File: config.mk
export PLATFORM = sky130hd
export DESIGN_NAME = timing_generator_flat
export DESIGN_NICKNAME = d
export VERILOG_FILES = /design/src/rtl/timing_generator_if.sv /design/src/rtl/timing_generator.sv /design/src/flat_wrapper.sv
export SDC_FILE = /design/constraint.sdc
export NUM_CORES = 1
export LEC_CHECK = 0
export CORE_MARGIN = 4
export CORE_UTILIZATION = 40
export DETAILED_ROUTE_END_ITERATION = 6
export PLACE_DENSITY = 0.71
export SETUP_SLACK_MARGIN = 0.2
export SYNTH_ARGS = -nofsm -noshare
export SYNTH_HDL_FRONTEND = slang
export SYNTH_SLANG_ARGS = --single-unit
File: constraint.sdc
create_clock -name clk -period 1.9 [get_ports clk]
set_input_delay 0.38 -clock clk [delete_from_list [all_inputs] [get_ports clk]]
set_output_delay 0.38 -clock clk [all_outputs]
set_load 0.03 [all_outputs]
File: src/rtl/timing_generator_if.sv
// Phase-sequencer bundle between the timing generator and the instruction
// controller / front panel. The generator sits on the slave modport.
interface timing_generator_if #(
    parameter int unsigned CNT_W = 16
);
    logic [7:0]       ir_op;
    logic             mem_ready;
    logic             run;
    logic             step;
    logic [2:0]       timer;
    logic             busy;
    logic             instr_done;
    logic             illegal;
    logic [CNT_W-1:0] instr_count;

    modport master (
        output ir_op, mem_ready, run, step,
        input  timer, busy, instr_done, illegal, instr_count
    );

    modport slave (
        input  ir_op, mem_ready, run, step,
        output timer, busy, instr_done, illegal, instr_count
    );
endinterface

File: src/rtl/timing_generator.sv
// Timing generator: drives the 3-bit phase code decoded by the instruction
// controller, selects the phase path from the IR opcode, stalls on memory
// wait states, handles run/single-step, flags illegal opcodes and counts
// retired instructions.
module timing_generator #(
    parameter int unsigned CNT_W = 16
) (
    input  logic               clk,
    input  logic               rst_n,
    timing_generator_if.slave  tif
);

    // State encodings are the phase codes themselves, so timer comes
    // straight off the state register.
    typedef enum logic [2:0] {
        PH_IDLE   = 3'b100,
        PH_FETCH  = 3'b000,
        PH_IRLOAD = 3'b001,
        PH_EXEC   = 3'b011,
        PH_MADDR  = 3'b101,
        PH_MDATA  = 3'b111
    } phase_e;

    phase_e           state_q, state_d;
    logic             step_q, step_d;
    logic             instr_done_q, instr_done_d;
    logic             illegal_q, illegal_d;
    logic [CNT_W-1:0] count_q, count_d;
    logic             start;
    logic             retire;

    // Memory-class opcodes 0x80..0x83 take the two extra memory phases.
    function automatic logic is_mem_op(input logic [7:0] op);
        return (op[7:2] == 6'b100000);
    endfunction

    // Opcodes that complete in the execute phase.
    function automatic logic is_single_op(input logic [7:0] op);
        return (op <= 8'h0D) || (op == 8'h40) || (op == 8'h41) ||
               ((op >= 8'h43) && (op <= 8'h47)) ||
               (op == 8'h78) || (op == 8'h7A);
    endfunction

    // Next-phase selection, retire bookkeeping and step edge detection.
    always_comb begin
        state_d      = state_q;
        step_d       = tif.step;
        instr_done_d = 1'b0;
        illegal_d    = illegal_q;
        count_d      = count_q;
        retire       = 1'b0;
        start        = tif.run | (tif.step & ~step_q);

        case (state_q)
            PH_IDLE: begin
                if (start && !illegal_q) begin
                    state_d = PH_FETCH;
                end
            end
            PH_FETCH: begin
                state_d = PH_IRLOAD;
            end
            PH_IRLOAD: begin
                if (tif.mem_ready) begin
                    state_d = PH_EXEC;
                end
            end
            PH_EXEC: begin
                if (is_mem_op(tif.ir_op)) begin
                    state_d = PH_MADDR;
                end else if (is_single_op(tif.ir_op)) begin
                    retire = 1'b1;
                end else begin
                    illegal_d = 1'b1;
                    state_d   = PH_IDLE;
                end
            end
            PH_MADDR: begin
                state_d = PH_MDATA;
            end
            PH_MDATA: begin
                if (tif.mem_ready) begin
                    retire = 1'b1;
                end
            end
            default: begin
                state_d = PH_IDLE;
            end
        endcase

        // run is re-sampled here so a step edge seen mid-instruction never
        // chains a second instruction.
        if (retire) begin
            count_d      = count_q + CNT_W'(1);
            instr_done_d = 1'b1;
            state_d      = tif.run ? PH_FETCH : PH_IDLE;
        end
    end

    // State registers; step_q resets high so a button held through reset
    // does not count as an edge.
    always_ff @(posedge clk) begin
        if (!rst_n) begin
            state_q      <= PH_IDLE;
            step_q       <= 1'b1;
            instr_done_q <= 1'b0;
            illegal_q    <= 1'b0;
            count_q      <= '0;
        end else begin
            state_q      <= state_d;
            step_q       <= step_d;
            instr_done_q <= instr_done_d;
            illegal_q    <= illegal_d;
            count_q      <= count_d;
        end
    end

    assign tif.timer       = state_q;
    assign tif.busy        = (state_q != PH_IDLE);
    assign tif.instr_done  = instr_done_q;
    assign tif.illegal     = illegal_q;
    assign tif.instr_count = count_q;

endmodule

File: src/flat_wrapper.sv
// flat-port wrapper written by rule: the top's interface ports become plain ports
module timing_generator_flat 
#(
    parameter int unsigned CNT_W = 16
)
  (clk, rst_n, tif_ir_op, tif_mem_ready, tif_run, tif_step, tif_timer, tif_busy, tif_instr_done, tif_illegal, tif_instr_count);
  timing_generator_if #(.CNT_W(CNT_W)) tif_i ();
  input  logic clk;
  input  logic rst_n;
  input wire logic [$bits(tif_i.ir_op)-1:0] tif_ir_op;
  input wire logic [$bits(tif_i.mem_ready)-1:0] tif_mem_ready;
  input wire logic [$bits(tif_i.run)-1:0] tif_run;
  input wire logic [$bits(tif_i.step)-1:0] tif_step;
  output wire logic [$bits(tif_i.timer)-1:0] tif_timer;
  output wire logic [$bits(tif_i.busy)-1:0] tif_busy;
  output wire logic [$bits(tif_i.instr_done)-1:0] tif_instr_done;
  output wire logic [$bits(tif_i.illegal)-1:0] tif_illegal;
  output wire logic [$bits(tif_i.instr_count)-1:0] tif_instr_count;
  assign tif_i.ir_op = tif_ir_op;
  assign tif_i.mem_ready = tif_mem_ready;
  assign tif_i.run = tif_run;
  assign tif_i.step = tif_step;
  assign tif_timer = tif_i.timer;
  assign tif_busy = tif_i.busy;
  assign tif_instr_done = tif_i.instr_done;
  assign tif_illegal = tif_i.illegal;
  assign tif_instr_count = tif_i.instr_count;
  timing_generator #(.CNT_W(CNT_W)) u_core (.clk(clk), .rst_n(rst_n), .tif(tif_i));
endmodule
Figure 1. Sizing map (run 1).
(8 px per um)
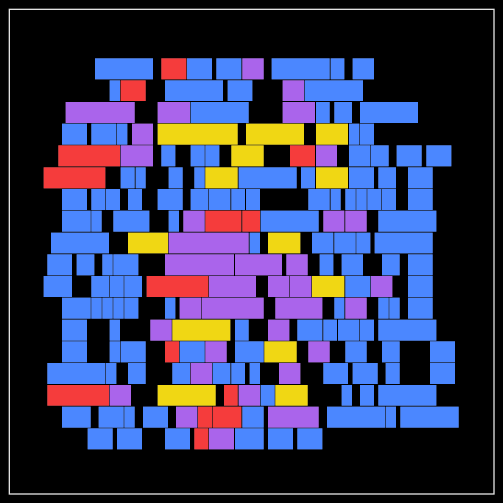
- yellow: drive 6 and up (cells 13; share 6.7%)
- red: drive 2 (cells 14; share 7.3%)
- blue: drive 1 or less (cells 132; share 68%)
- purple: drive 3 to 4 (cells 34; share 18%)
post-route setup slack: 0.189 ns
Area growth, synth to finish: 66.9%
bufs w/o clock: 64

Figure 2. I/O nets highlighted (run 1).
(4 px per um)
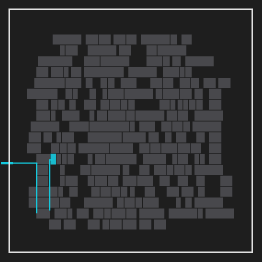
- cyan: tif_run (direction input; edge left; end cells 1; buffers 1; wire 31.8 um)
IO Count: 35
# port buffers: 34

Figure 3. Pin placement (run 1).
(8 px per um) Pins as bars across the die edge, other pins in grey.
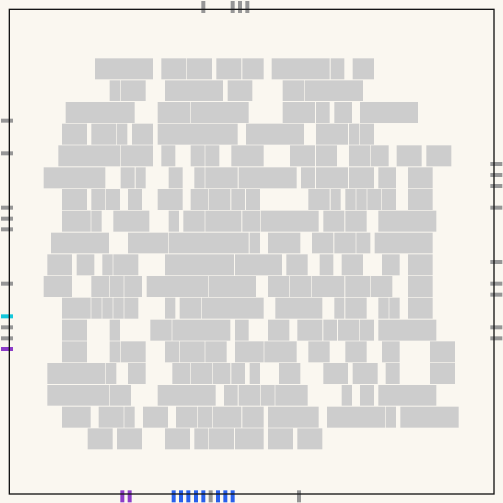
- purple: tif_timer (pins 3; direction output; edge 2 bottom, 1 left)
- cyan: tif_run (pins 1; direction input; edge left)
- blue: tif_ir_op (pins 8; direction input; edge bottom)
Die X: 60.4 um
Die Y: 60.4 um

==> CHANGELOG.md, run 1 <==
## Flow update

* WL final at 2990 um
* Status: finished, final reports clean
* CTS max path bufs at 2
* Maximum vdd drop at 0.505 mV
* First-pass GRT wire length at 4830 um
* WL/cell at 13.4 um
* Chip area in the Yosys report at 1100 um2
* Critical-path maximum fanout at 5
* Hold Buf Count CTS at 0
* Worst-path clk slew at 0.12 ns
* Final #Nets at 208
* DIE AREA at 3650 um2
* Max Cap Viol at 0
* Worst path arrival time at 1.97 ns
* Worst slew pin tran at 0.324 ns
* Total tool warning count at 28
* Clock sinks at 22
* Fraction of registers with async set/reset at 0
* Post-layout period usage at 0.901
* Largest net degree at the start of global routing at 18
* Worst clock skew at 0.00697 ns
* Fmax achieved at 0.584 GHz
* Syn avg cell area at 8.58 um2
* Type of the worst min-delay path: reg -> reg
* Placed Area at 1540 um2
* Synth top area share at 0.401
* Final Core Density at 0.720
[run 1: layout make-up]
cell class	instances	area, um2	area share
multi-input cells	99	701	0.382
repair buffers	64	591	0.322
flip-flops and latches	22	453	0.247
well taps	30	37.5	0.0205
clock buffers	4	36.3	0.0198
inverters	4	15.0	0.00819
[run 1: metrics by stage]
stage	power, uW	setup TNS (ns)	hold WS [ns]
floorplan	576	0	0.453
global placement	661	-5.84	0.462
detailed placement	663	-6.43	0.472
CTS	935	0	0.489
global route	999	0	0.499
finish	954	0	0.491
[run 1: cell usage in the layout (no fill, tap or decap), types with 2 or more instances in the layout]
cell type        instances
a21oi_1                 11
a21oi_2                  3
and3_1                   2
and4_1                   2
buf_12                   2
buf_2                    3
buf_4                   19
buf_6                    8
clkbuf_4                 3
clkdlybuf4s15_1          3
clkdlybuf4s50_1          3
dfxtp_1                 16
dfxtp_2                  4
dfxtp_4                  2
dlygate4sd2_1           24
inv_1                    3
nand2_1                 12
nand2b_1                 2
nand3_1                  5
nor2_1                  10
nor3_1                   2
o21ai_0                  7
o21ai_1                  2
o21ai_4                  2
o31ai_1                  4
or3_1                    4
or3_4                    3
or4_1                    5
xor2_1                   3
[run 1: where the power goes]
part / internal [uW] / total (uW) / leakage [uW] / switching (uW)
clock: 117 / 262 / 0.0000210 / 145
combinational: 101 / 206 / 0.000555 / 104
sequential: 472 / 487 / 0.000181 / 14.8
[run 1: path summary, 6_finish.rpt]
path	from	endpoint	slack (ns)	cells after the start
worst max-delay path	u_core.tif.timer[2]$_SDFFE_PN1P_	u_core.tif.instr_count[4]$_SDFFE_PN0P_	0.19	7
worst min-delay path	u_core.tif.instr_count[15]$_SDFFE_PN0P_	u_core.tif.instr_count[15]$_SDFFE_PN0P_	0.49	2
worst max register to register	u_core.tif.timer[2]$_SDFFE_PN1P_	u_core.tif.instr_count[4]$_SDFFE_PN0P_	0.19	7
worst min register to register	u_core.tif.instr_count[15]$_SDFFE_PN0P_	u_core.tif.instr_count[15]$_SDFFE_PN0P_	0.49	2
[run 1: tightest hold or removal path, cell delays in order, from the launching register on]
cell     delay [ns]
dfxtp_1        0.34
o31ai_1        0.06
a21oi_1        0.05
[run 1: per-layer routing]
layer / track usage / up-vias / share of wire / routed length [um]
li1: - / 609 / - / -
met1: 0.215 / 576 / 0.44 / 1310
met2: 0.301 / 28 / 0.50 / 1510
met3: 0.0383 / 3 / 0.052 / 156
met4: 0.0190 / 0 / 0.0064 / 19
met5: 0 / - / 0 / 0
[run 1: registers in the layout, indices dropped and copies added (netlist names)]
register                cells
u_core.step_q               1
u_core.tif.timer            3
u_core.tif.instr_count     16
u_core.tif.illegal          1
u_core.tif.instr_done       1
[run 1: cells by family (layout without fill, tap and decap cells)]
group	count (synthesis)	after routing
XOR/XNOR	3	3
flip-flops	22	22
AND/OR/NAND/NOR	54	54
adder cells (fa/ha/maj)	1	1
buffers and inverters	7	72
AND-OR/OR-AND	41	41
[run 1: repair_timing]
action / CTS / global route
gates resized: 55 / 19
gates cloned: 1 / 0
buffers inserted: 12 / 7
endpoints found under the setup margin: 42 / 16
pin swaps: 16 / 17
hold endpoints to repair: 0 / 0
==> inputs of run 2 (changes only) <==
--- a/config.mk
+++ b/config.mk
@@ -9,6 +9,7 @@
 export CORE_UTILIZATION = 40
 export DETAILED_ROUTE_END_ITERATION = 6
 export PLACE_DENSITY = 0.71
+export RECOVER_POWER = 25
 export SETUP_SLACK_MARGIN = 0.2
 export SYNTH_ARGS = -nofsm -noshare
 export SYNTH_HDL_FRONTEND = slang
Figure 4. Logic cells by family (run 2).
(8 px per um)
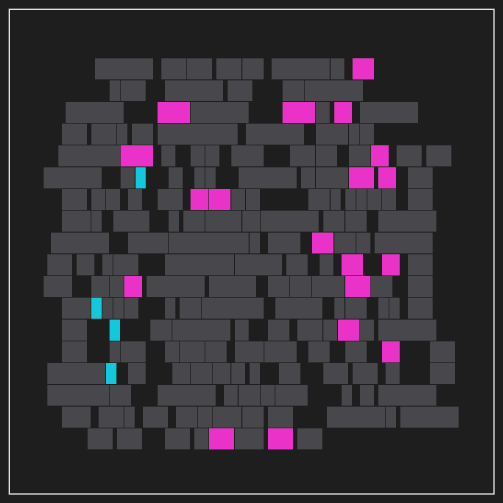
- magenta: AND and OR gates (cells 19; most used or4_1)
- cyan: inverters (cells 4; most used inv_1)
most frequent logic cell in the layout: dlygate4sd2_1
fin cells: 223
multi-input combinational area share: 0.382

Figure 5. Cell outlines without signal wires (run 2).
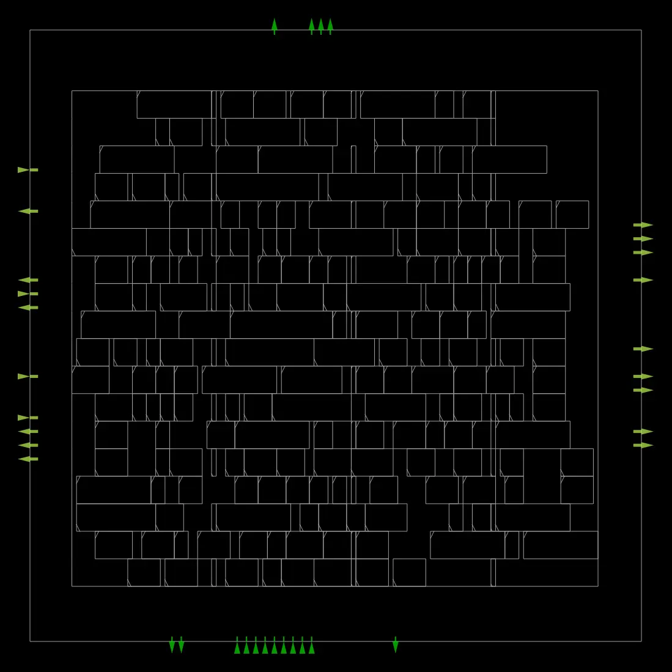
sequential share of cell area: 0.247
Flops: 22
Final Core Density: 0.711

==> CHANGELOG.md, run 2 <==
## Flow update

* Final #Nets at 208
* Antenna Nets Post-Route at 0
* Fmax achieved at 0.571 GHz
* CTS max path bufs at 2
* Final Setup Violations at 0
* Max reg flops at 16
* DP HPWL at 2010 um
* Area growth, synth to finish at 64.8%
* Status: finished, final reports clean
* Type of the worst min-delay path: reg -> reg
* Synth top area share at 0.401
* First-pass GRT wire length at 4830 um
* Syn avg cell area at 8.58 um2
* Die Y at 60.4 um
* Maximum vdd drop at 0.517 mV
* Fraction of registers with async set/reset at 0
* Chip area in the Yosys report at 1100 um2
* Critical-path maximum fanout at 5
* WL final at 2980 um
* Worst reg-to-reg path cell count at 7
* Clock sinks at 22
* Synth top area cells: dfxtp_1 (40%), a21oi_1 (6.4%), nand2_1 (4.8%)
* Post-layout period usage at 0.921
* Synth Instances at 128
* Die X at 60.4 um
* Worst path arrival time at 2.01 ns
* GPL Wtd Cong at 0.784
* Max Cap Viol at 0
* Static leakage at 0.000746 uW
* Synth Flop Type: dfxtp_1
* IO Count at 35
* Total tool warning count at 28
* WL/cell at 13.3 um
* Worst clock skew at 0.00737 ns
* WHS Path Cells at 2
* Hold Buf Count CTS at 0
* Most numerous logic cells after layout: dlygate4sd2_1 (24), buf_4 (19), dfxtp_1 (19), nand2_1 (12), a21oi_1 (11)
* GR Overflow Total at 0
* Syn nets at 142
* Placed Area at 1540 um2
* Worst-path clk slew at 0.12 ns
* Largest net degree at the start of global routing at 18
* # port buffers at 34
* DIE AREA at 3650 um2
* Worst slew pin tran at 0.324 ns
* Synth cell types at 37
run 2: cell counts after synthesis:
Identical to the previous run, type by type.
run 2: area by class of cell:
class,instances,area (um2)
fillers,223,734
multi-input cells,99,692
repair buffers,64,583
flip-flops and latches,22,447
well taps,30,37.5
clock buffers,4,36.3
inverters,4,15.0
run 2: metal layers:
| metal | global-route usage | wire [um] |
|---|---|---|
| met5 | 0 | 0 |
| met4 | 0.0190 | 19 |
| met1 | 0.215 | 1290 |
| met2 | 0.301 | 1510 |
| met3 | 0.0383 | 157 |
run 2: path summary, 6_finish.rpt:
| check | slack, ns | startpoint | endpoint |
|---|---|---|---|
| max | 0.15 | u_core.tif.timer[2]$_SDFFE_PN1P_ | u_core.tif.instr_count[4]$_SDFFE_PN0P_ |
| max reg2reg | 0.15 | u_core.tif.timer[2]$_SDFFE_PN1P_ | u_core.tif.instr_count[4]$_SDFFE_PN0P_ |
| min reg2reg | 0.49 | u_core.tif.instr_count[15]$_SDFFE_PN0P_ | u_core.tif.instr_count[15]$_SDFFE_PN0P_ |
| min | 0.49 | u_core.tif.instr_count[15]$_SDFFE_PN0P_ | u_core.tif.instr_count[15]$_SDFFE_PN0P_ |
run 2: logic make-up (layout without fill, tap and decap cells):
family | Yosys count | after routing | synth area share
AND-OR/OR-AND | 41 | 41 | 0.273
AND/OR/NAND/NOR | 54 | 54 | 0.260
adder cells (fa/ha/maj) | 1 | 1 | 0.0114
buffers and inverters | 7 | 72 | 0.0307
flip-flops | 22 | 22 | 0.401
XOR/XNOR | 3 | 3 | 0.0239
run 2: repair_timing:
| action | CTS | global route |
|---|---|---|
| endpoints found under the hold margin | 0 | 0 |
| gates cloned | 1 | 0 |
| resized | 55 | 19 |
| buffers inserted | 12 | 7 |
| pin swaps | 16 | 17 |
| endpoints found under the setup margin | 42 | 16 |
run 2: through the flow:
step | power [uW] | hold slack (ns) | worst slack (ns) | TNS [ns]
3_3_place_gp | 661 | 0.462 | -0.380 | -5.84
5_1_grt | 996 | 0.499 | 0.0736 | 0
6_report | 952 | 0.491 | 0.150 | 0
2_1_floorplan | 576 | 0.453 | 0.202 | 0
4_1_cts | 935 | 0.489 | 0.190 | 0
3_5_place_dp | 663 | 0.472 | -0.428 | -6.43
run 2: worst max-delay path, stage by stage (launching register included):
cell and delay (ns):
dfxtp_4 0.39, or2_4 0.26, a21oi_4 0.19, o21ai_4 0.09, clkbuf_1 0.15, buf_16 0.15
or3_4 0.36, a21oi_2 0.11
run 2: report_power, final:
group	internal, uW	switching, uW	total [uW]
registers	473	14.7	487
logic	99.2	103	203
clock network	117	145	262
total	689	263	952
No activity file was given, so power comes from the tool's default toggle rates.
